==> src/rtl/digit_frame_renderer_pkg.sv <==
// digit_font_pkg: glyph geometry, FSM states and the 3x5 digit font
package digit_font_pkg;

    localparam int GLYPH_H  = 5;
    localparam int GLYPH_PW = 3;

    typedef enum logic [1:0] {IDLE, RENDER, PUBLISH} state_e;

    // FONT[nibble][glyph_row], MSB is the leftmost pixel; A-F are blank
    localparam logic [GLYPH_PW-1:0] FONT [16][GLYPH_H] = '{
        '{3'b111, 3'b101, 3'b101, 3'b101, 3'b111},
        '{3'b010, 3'b110, 3'b010, 3'b010, 3'b111},
        '{3'b111, 3'b001, 3'b111, 3'b100, 3'b111},
        '{3'b111, 3'b001, 3'b011, 3'b001, 3'b111},
        '{3'b101, 3'b101, 3'b111, 3'b001, 3'b001},
        '{3'b111, 3'b100, 3'b111, 3'b001, 3'b111},
        '{3'b111, 3'b100, 3'b111, 3'b101, 3'b111},
        '{3'b111, 3'b001, 3'b001, 3'b010, 3'b010},
        '{3'b111, 3'b101, 3'b111, 3'b101, 3'b111},
        '{3'b111, 3'b101, 3'b111, 3'b001, 3'b111},
        '{5{3'b000}},
        '{5{3'b000}},
        '{5{3'b000}},
        '{5{3'b000}},
        '{5{3'b000}},
        '{5{3'b000}}
    };

endpackage

==> src/rtl/digit_frame_renderer_if.sv <==
// digit_frame_renderer_if: request handshake and published-frame bundle
interface digit_frame_renderer_if #(
    parameter int DIGITS = 4,
    parameter int CELL_W = 4,
    parameter int ROWS   = 8
);
    localparam int FW = DIGITS * CELL_W;

    logic [4*DIGITS-1:0]  bcd_in;
    logic                 lz_en;
    logic [DIGITS-1:0]    blink_mask;
    logic                 blink_phase;
    logic                 in_valid;
    logic                 in_ready;
    logic [ROWS*FW-1:0]   frame_out;
    logic                 frame_valid;
    logic                 busy;

    modport master (
        output bcd_in, lz_en, blink_mask, blink_phase, in_valid,
        input  in_ready, frame_out, frame_valid, busy
    );

    modport slave (
        input  bcd_in, lz_en, blink_mask, blink_phase, in_valid,
        output in_ready, frame_out, frame_valid, busy
    );

endinterface

==> src/rtl/digit_frame_renderer_glyph_row_rom.sv <==
// glyph_row_rom: nibble + glyph row index -> 3-pixel row, zero outside the glyph
module glyph_row_rom
    import digit_font_pkg::*;
(
    input  logic [3:0]          nibble_i,
    input  logic [2:0]          row_i,
    output logic [GLYPH_PW-1:0] pix_o
);

    assign pix_o = (row_i < 3'(GLYPH_H)) ? FONT[nibble_i][row_i] : '0;

endmodule

==> src/rtl/digit_frame_renderer.sv <==
// digit_frame_renderer: renders a BCD value one row per clock into a shadow frame, then publishes it atomically
module digit_frame_renderer
    import digit_font_pkg::*;
#(
    parameter int DIGITS    = 4,
    parameter int CELL_W    = 4,
    parameter int ROWS      = 8,
    parameter int GLYPH_TOP = 1
) (
    input  logic                  clk,
    input  logic                  rst_n,
    digit_frame_renderer_if.slave bus
);

    localparam int FW = DIGITS * CELL_W;
    localparam int CW = $clog2(ROWS);

    state_e              state_q, state_d;
    logic [CW-1:0]       row_cnt_q, row_cnt_d;
    logic [4*DIGITS-1:0] bcd_q;
    logic [DIGITS-1:0]   blank_q, blank_d, lz_blank;
    logic                lz_run;
    logic [FW-1:0]       shadow_q [ROWS];
    logic [ROWS*FW-1:0]  shadow_flat, frame_q;
    logic                frame_valid_q;
    logic [FW-1:0]       row_data;
    logic [CW-1:0]       rel;
    logic                in_glyph, accept, last_row;

    assign bus.in_ready    = (state_q == IDLE);
    assign bus.busy        = (state_q != IDLE);
    assign bus.frame_out   = frame_q;
    assign bus.frame_valid = frame_valid_q;

    assign accept   = bus.in_valid && bus.in_ready;
    assign last_row = (row_cnt_q == CW'(ROWS - 1));
    assign rel      = row_cnt_q - CW'(GLYPH_TOP);
    assign in_glyph = (row_cnt_q >= CW'(GLYPH_TOP)) && (rel < CW'(GLYPH_H));

    // Leading zeros: blank from the top digit down until the first nonzero nibble; digit 0 always shown
    always_comb begin
        lz_blank = '0;
        lz_run   = bus.lz_en;
        for (int i = DIGITS - 1; i > 0; i--) begin
            lz_run      = lz_run && (bus.bcd_in[4*i +: 4] == 4'd0);
            lz_blank[i] = lz_run;
        end
        blank_d = lz_blank | (bus.blink_mask & {DIGITS{bus.blink_phase}});
    end

    for (genvar d = 0; d < DIGITS; d++) begin : g_cell
        logic [GLYPH_PW-1:0] pix;
        glyph_row_rom u_rom (
            .nibble_i (bcd_q[4*d +: 4]),
            .row_i    (rel[2:0]),
            .pix_o    (pix)
        );
        assign row_data[FW-1-d*CELL_W -: CELL_W] =
            (in_glyph && !blank_q[d]) ? CELL_W'(pix) << (CELL_W - GLYPH_PW) : '0;
    end

    for (genvar r = 0; r < ROWS; r++) begin : g_flat
        assign shadow_flat[(ROWS-r)*FW-1 -: FW] = shadow_q[r];
    end

    // Next-state: accept in IDLE, walk rows in RENDER, one publish cycle
    always_comb begin
        state_d   = state_q;
        row_cnt_d = row_cnt_q;
        case (state_q)
            IDLE: begin
                if (accept) begin
                    state_d   = RENDER;
                    row_cnt_d = '0;
                end
            end
            RENDER: begin
                row_cnt_d = row_cnt_q + CW'(1);
                if (last_row) state_d = PUBLISH;
            end
            default: state_d = IDLE;
        endcase
    end

    // Control state, latched request and the published frame
    always_ff @(posedge clk or negedge rst_n) begin
        if (!rst_n) begin
            state_q       <= IDLE;
            row_cnt_q     <= '0;
            bcd_q         <= '0;
            blank_q       <= '0;
            frame_q       <= '0;
            frame_valid_q <= 1'b0;
        end else begin
            state_q       <= state_d;
            row_cnt_q     <= row_cnt_d;
            frame_valid_q <= (state_q == PUBLISH);
            if (accept) begin
                bcd_q   <= bus.bcd_in;
                blank_q <= blank_d;
            end
            if (state_q == PUBLISH) frame_q <= shadow_flat;
        end
    end

    // Shadow frame, one row written per RENDER cycle
    always_ff @(posedge clk or negedge rst_n) begin
        if (!rst_n) begin
            for (int i = 0; i < ROWS; i++) shadow_q[i] <= '0;
        end else if (state_q == RENDER) begin
            shadow_q[row_cnt_q] <= row_data;
        end
    end

endmodule

==> src/flat_wrapper.sv <==
// flat-port wrapper written by rule: the top's interface ports become plain ports
module digit_frame_renderer_flat import digit_font_pkg::*;
#(
    parameter int DIGITS    = 4,
    parameter int CELL_W    = 4,
    parameter int ROWS      = 8,
    parameter int GLYPH_TOP = 1
)
  (clk, rst_n, bus_bcd_in, bus_lz_en, bus_blink_mask, bus_blink_phase, bus_in_valid, bus_in_ready, bus_frame_out, bus_frame_valid, bus_busy);
  digit_frame_renderer_if #(.DIGITS(DIGITS), .CELL_W(CELL_W), .ROWS(ROWS)) bus_i ();
  input  logic clk;
  input  logic rst_n;
  input wire logic [$bits(bus_i.bcd_in)-1:0] bus_bcd_in;
  input wire logic [$bits(bus_i.lz_en)-1:0] bus_lz_en;
  input wire logic [$bits(bus_i.blink_mask)-1:0] bus_blink_mask;
  input wire logic [$bits(bus_i.blink_phase)-1:0] bus_blink_phase;
  input wire logic [$bits(bus_i.in_valid)-1:0] bus_in_valid;
  output wire logic [$bits(bus_i.in_ready)-1:0] bus_in_ready;
  output wire logic [$bits(bus_i.frame_out)-1:0] bus_frame_out;
  output wire logic [$bits(bus_i.frame_valid)-1:0] bus_frame_valid;
  output wire logic [$bits(bus_i.busy)-1:0] bus_busy;
  assign bus_i.bcd_in = bus_bcd_in;
  assign bus_i.lz_en = bus_lz_en;
  assign bus_i.blink_mask = bus_blink_mask;
  assign bus_i.blink_phase = bus_blink_phase;
  assign bus_i.in_valid = bus_in_valid;
  assign bus_in_ready = bus_i.in_ready;
  assign bus_frame_out = bus_i.frame_out;
  assign bus_frame_valid = bus_i.frame_valid;
  assign bus_busy = bus_i.busy;
  digit_frame_renderer #(.DIGITS(DIGITS), .CELL_W(CELL_W), .ROWS(ROWS), .GLYPH_TOP(GLYPH_TOP)) u_core (.clk(clk), .rst_n(rst_n), .bus(bus_i));
endmodule
==> config.mk <==
export PLATFORM = sky130hd
export DESIGN_NAME = digit_frame_renderer_flat
export DESIGN_NICKNAME = d
export VERILOG_FILES = /design/src/rtl/digit_frame_renderer_pkg.sv /design/src/rtl/digit_frame_renderer_if.sv /design/src/rtl/digit_frame_renderer_glyph_row_rom.sv /design/src/rtl/digit_frame_renderer.sv /design/src/flat_wrapper.sv
export SDC_FILE = /design/constraint.sdc
export NUM_CORES = 1
export LEC_CHECK = 0
export CORE_ASPECT_RATIO = 0.6
export CORE_UTILIZATION = 50
export DETAILED_ROUTE_END_ITERATION = 10
export PLACE_DENSITY = 0.75
export SYNTH_ARGS = -nofsm -noshare
export SYNTH_HDL_FRONTEND = slang
export SYNTH_SLANG_ARGS = --single-unit
==> constraint.sdc <==
create_clock -name clk -period 4.5 [get_ports clk]
set_input_delay 0.45 -clock clk [delete_from_list [all_inputs] [get_ports clk]]
set_output_delay 0.45 -clock clk [all_outputs]
set_load 0.02 [all_outputs]
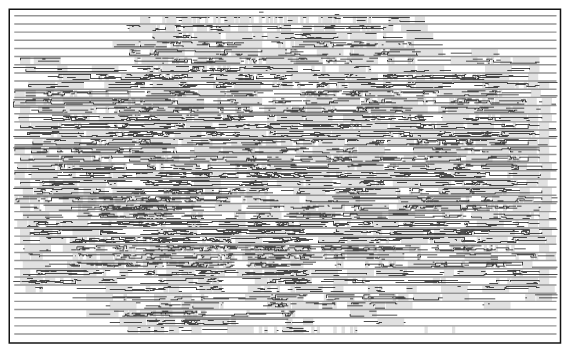
Fig. 1. The metal 1 layer.
(3 px per um) Supply wires on this layer in grey.
wire length on this layer	12300 um
main direction	horizontal
nets with wire on the layer	1040
final WL: 24500 um
GR met1 Demand/Resource: 40.7%
total via count in the routed design: 7639

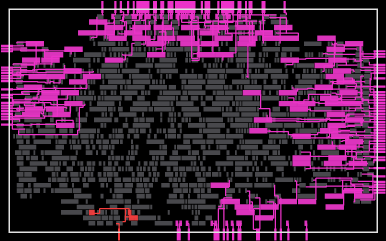
Fig. 2. Nets reached from selected ports.
(2 px per um)
colour	port	bits	direction	end cells	buffers	wire
magenta	bus_frame_out	128	output	128	96	2970 um
red	bus_blink_phase	1	input	4	1	41.6 um
I/O pin count: 156
count of port buffers added during placement: 123

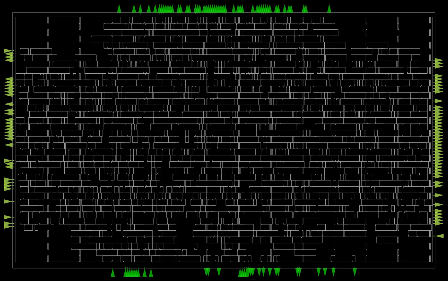
Fig. 3. Cell outlines without signal wires.
n_taps: 266
post-layout util: 61.4%
Core Area: 0.0192 mm2

==> run summary <==
From the run reports.

- The number of global-route vias before repair reads 7239.
- The Yosys warning count is 0.
- The distinct cell type count after synthesis is 64.
- The global-route track usage on met3 reads 5.29%.
- The kind of capture point of the worst setup path reads a register.
- The violation count after the first detailed-routing iteration reads 781.
- There are 218 flip-flops and latches.
- The insertion delay at the late pin of the worst-skew pair is 0.50 ns.
- The cell class contributing the biggest share of worst-path delay reads AND-OR/OR-AND gates.
- The library cell contributing the largest single delay on the critical path is ha_1.
- The routing layer with the top usage in global route reads met1.
- The H-tree depth reported by CTS is 1.
- The worst-case setup slack after placement is 1.50 ns.
- The simple logic cell fraction of the synthesized area is 19.6%.
- Per the layout report, the design carries 20 non-clock inverters.
- The post-layout minimum cycle time is 3.09 ns.
- The final max-slew violation count is 0.
- The post-synth count of flops with an enable pin is 0.
- The number of non-clock buffers is 133.
- The die covers 0.0203 mm2.
- The most instantiated logic cell after routing reads nand2_1.
- The met3 wire length is 1980 um.
- The maximum clock frequency reads 0.323 GHz.
- Synthesis produced 1053 cells.
- The sum of overflow across all layers after global routing reads 0.
- The power report puts the leakage power at 0.00571 uW.
- After legalization and detailed placement, the total HPWL measured 16500 um.
- The area growth from synthesis to layout is 19.5%.
- The fraction of synthesized cell area taken by the top area cell type is 55.4%.
- Setup repair after global routing left no endpoint under its margin.
- After synthesis, the share of cell area in mux cells is 3.07%.
- The post-placement cell count reads 1391.
- The footprint of the multi-input gates is 0.00395 mm2.
- Looking at the max-slew report, the worst-margin pin has a slew of 0.985 ns.
- In the final layout, non-clock buffers account for 11.1% of the cell area.
- The TritonCTS clock tree reads built.
- In this run the critical register-to-register path is launched from u_core.row_cnt_q[1].
- The post-synthesis compound-gate area fraction reads 11.6%.
- The post-CTS resize count reads 0.
- The routability congestion estimate from global placement is 0.895.
- The adder-cell share of the synthesized area reads 3.94%.
- The vertical die dimension reads 111 um.
- The max capacitance violation total is 0.
- The fill cell total of the finished layout reads 1620.
- Leaving out fill and tap cells, the most frequent cells in the layout are nand2_1, dfrtp_1, clkdlybuf4s50_1.
- The wire length per cell after detailed routing reads 17.2 um.
- In the synthesized netlist the async set-or-reset flop fraction comes to 100%.
- The total area of sequential cells reads 0.00546 mm2.
- The width of the die is 183 um.
- The total DRC errors in the routed layout reads 0.
- The initial core utilization is 51.4%.
- The number of buffers inserted during clock tree synthesis reads 21.
- The register clock-pin slew on the reported worst setup and hold paths is 0.06 ns.
- The design draws 8830 uW.
- The post-synth design cell area is 0.00985 mm2.
- The post-layout instance count excluding filler cells is 1426.
- The per-instance average area after synthesis reads 9.36 um2.
- The count of multi-input combinational gates is 754.
- The leading cell type by number of instances after synthesis is nand2_1.
- The global-route wire length before repair is 39600 um.
- For this run, the leading register cell type out of synthesis is dfrtp_1.
- Across all register-to-register paths, the minimum setup slack is 1.41 ns.
- The layout report gives the multi-input gate share of total cell area as 33.5%.
- The sequential cell area share is 46.3%.
- The run finished, with violations left.
- The register bit total from synthesis is 218.
- The root buffer selected by CTS is clkbuf_16.
- The summed area of non-filler cells in the final layout reads 0.0118 mm2.
- The sink count of the clock tree is 218.
- Overall routing resource usage recorded by global route was 24.8%.
- The max-slew check reports its worst relative slack as 34.3%.
- Across all hold checks on the routed design, the worst slack comes to -0.0135 ns.
- The pin count of the biggest net entering global routing reads 115.
- After layout, the worst path uses 68.7% of the clock period.
- The final reports fail on hold timing.
- The OpenROAD warning count reads 53.
- The net count reported at finish reads 1204.
- The critical path class is reg -> reg.
- On the worst path, the slowest cell contributes a delay of 0.67 ns.
- The buffering stage count on the worst path with inverters included reads 2.
- After layout the clock buffers and inverters come to 5.54% of cell area.
- No sink is reached through more buffers than the 3 on the longest clock path.
- Cells with a size suffix above 1 make up 6.47% of the layout.
- The row count is 39.
- The count of antenna-violating nets left after detailed routing is 0.
- The synthesis area per yosys is 0.00985 mm2.
- The number of antenna diodes in the final layout is 0.
- The final worst slack is 1.41 ns.
- Ranked by total cell area, the synthesized netlist is headed by dfrtp_1, nand2_1, o21ai_0, ha_1, buf_4.
- After routing, the total negative slack on setup checks comes to 0 ns.
- Looking at the area split, the leading class of cells is sequential cells.
- The initial antenna violation count came to 0.
- The number of hold-slack violations in the final timing report is 5.
- Counting the clock-network buffers in the layout gives 29.
- met2 track demand over resource after global routing is 33.4%.
- The largest family of logic cells by area reads simple AND/OR/NAND/NOR gates.
- For this block, wires on met1 add up to 12300 um.
- In this run the worst hold path is classified as in -> async.
- The power density of the placed cells is 750 mW/mm2.
- The post-synthesis share of cell area spent on xor and xnor gates is 0.445%.
- The highest routing layer actually used reads met4.
- The final setup skew is 0.00741 ns.
- The final count of negative-setup-slack endpoints reads 0.
- The commonest cells after synthesis are nand2_1, dfrtp_1, o21ai_0, clkbuf_1, buf_4.
- The kind of launch point of the worst setup path is a register.
- The worst vdd rail ir drop reads 366 uV.
- The arrival time at the worst endpoint reads 3.44 ns.
- The critical path starts at u_core.row_cnt_q[1].
- The endpoint required time on the critical path is 4.84 ns.
- The share of the yosys chip area belonging to registers is 55.4%.
- For this run, the detailed router's first-pass iteration total came to 5.
- The report lists the cells along the critical path as inv_1 > ha_1 > clkinv_1 > o31ai_1 > a211oi_1 > o21ai_1 > o21ai_0.
- The number of hold-repair buffers added at the cts stage reads 0.
- The biggest area consumer among synthesized cells reads dfrtp_1.
- The number of buffers inserted to repair setup after CTS is 0.
- The routed design shows a via density per instance of 5.36.
- After detailed routing, the met2 layer carries 9800 um of wire.
- The critical-path maximum fanout is 19.
- The yosys stat cell total reads 1053.
- After detailed placement, the total cell area comes to 0.0111 mm2.
## state kept, by name, indices dropped and copies added, names as in the netlist
register                cells
u_core.bus.frame_out       96
u_core.row_cnt_q            3
u_core.state_q              2
u_core.blank_q              4
u_core.bus.frame_valid      1
u_core.bcd_q               16
u_core.shadow_flat         96
## path summary, 6_finish.rpt
path | depth (start not counted) | end
worst max-delay path | 7 | u_core.shadow_flat[83]
worst min-delay path | 1 | u_core.bus.frame_out[2]
worst max register to register | 7 | u_core.shadow_flat[83]
worst min register to register | 2 | u_core.bus.frame_out[26]
max in group asynchronous | 2 | u_core.bus.frame_out[127]
min in group clk | 2 | u_core.bus.frame_out[26]
## power by group
part           switching (uW)  leakage, uW  internal (uW)
logic                    2340      0.00246           1430
registers                 668      0.00294           2670
clock network             749     0.000321            970
total                    3750      0.00571           5070
Power and IR drop assume default switching activity.
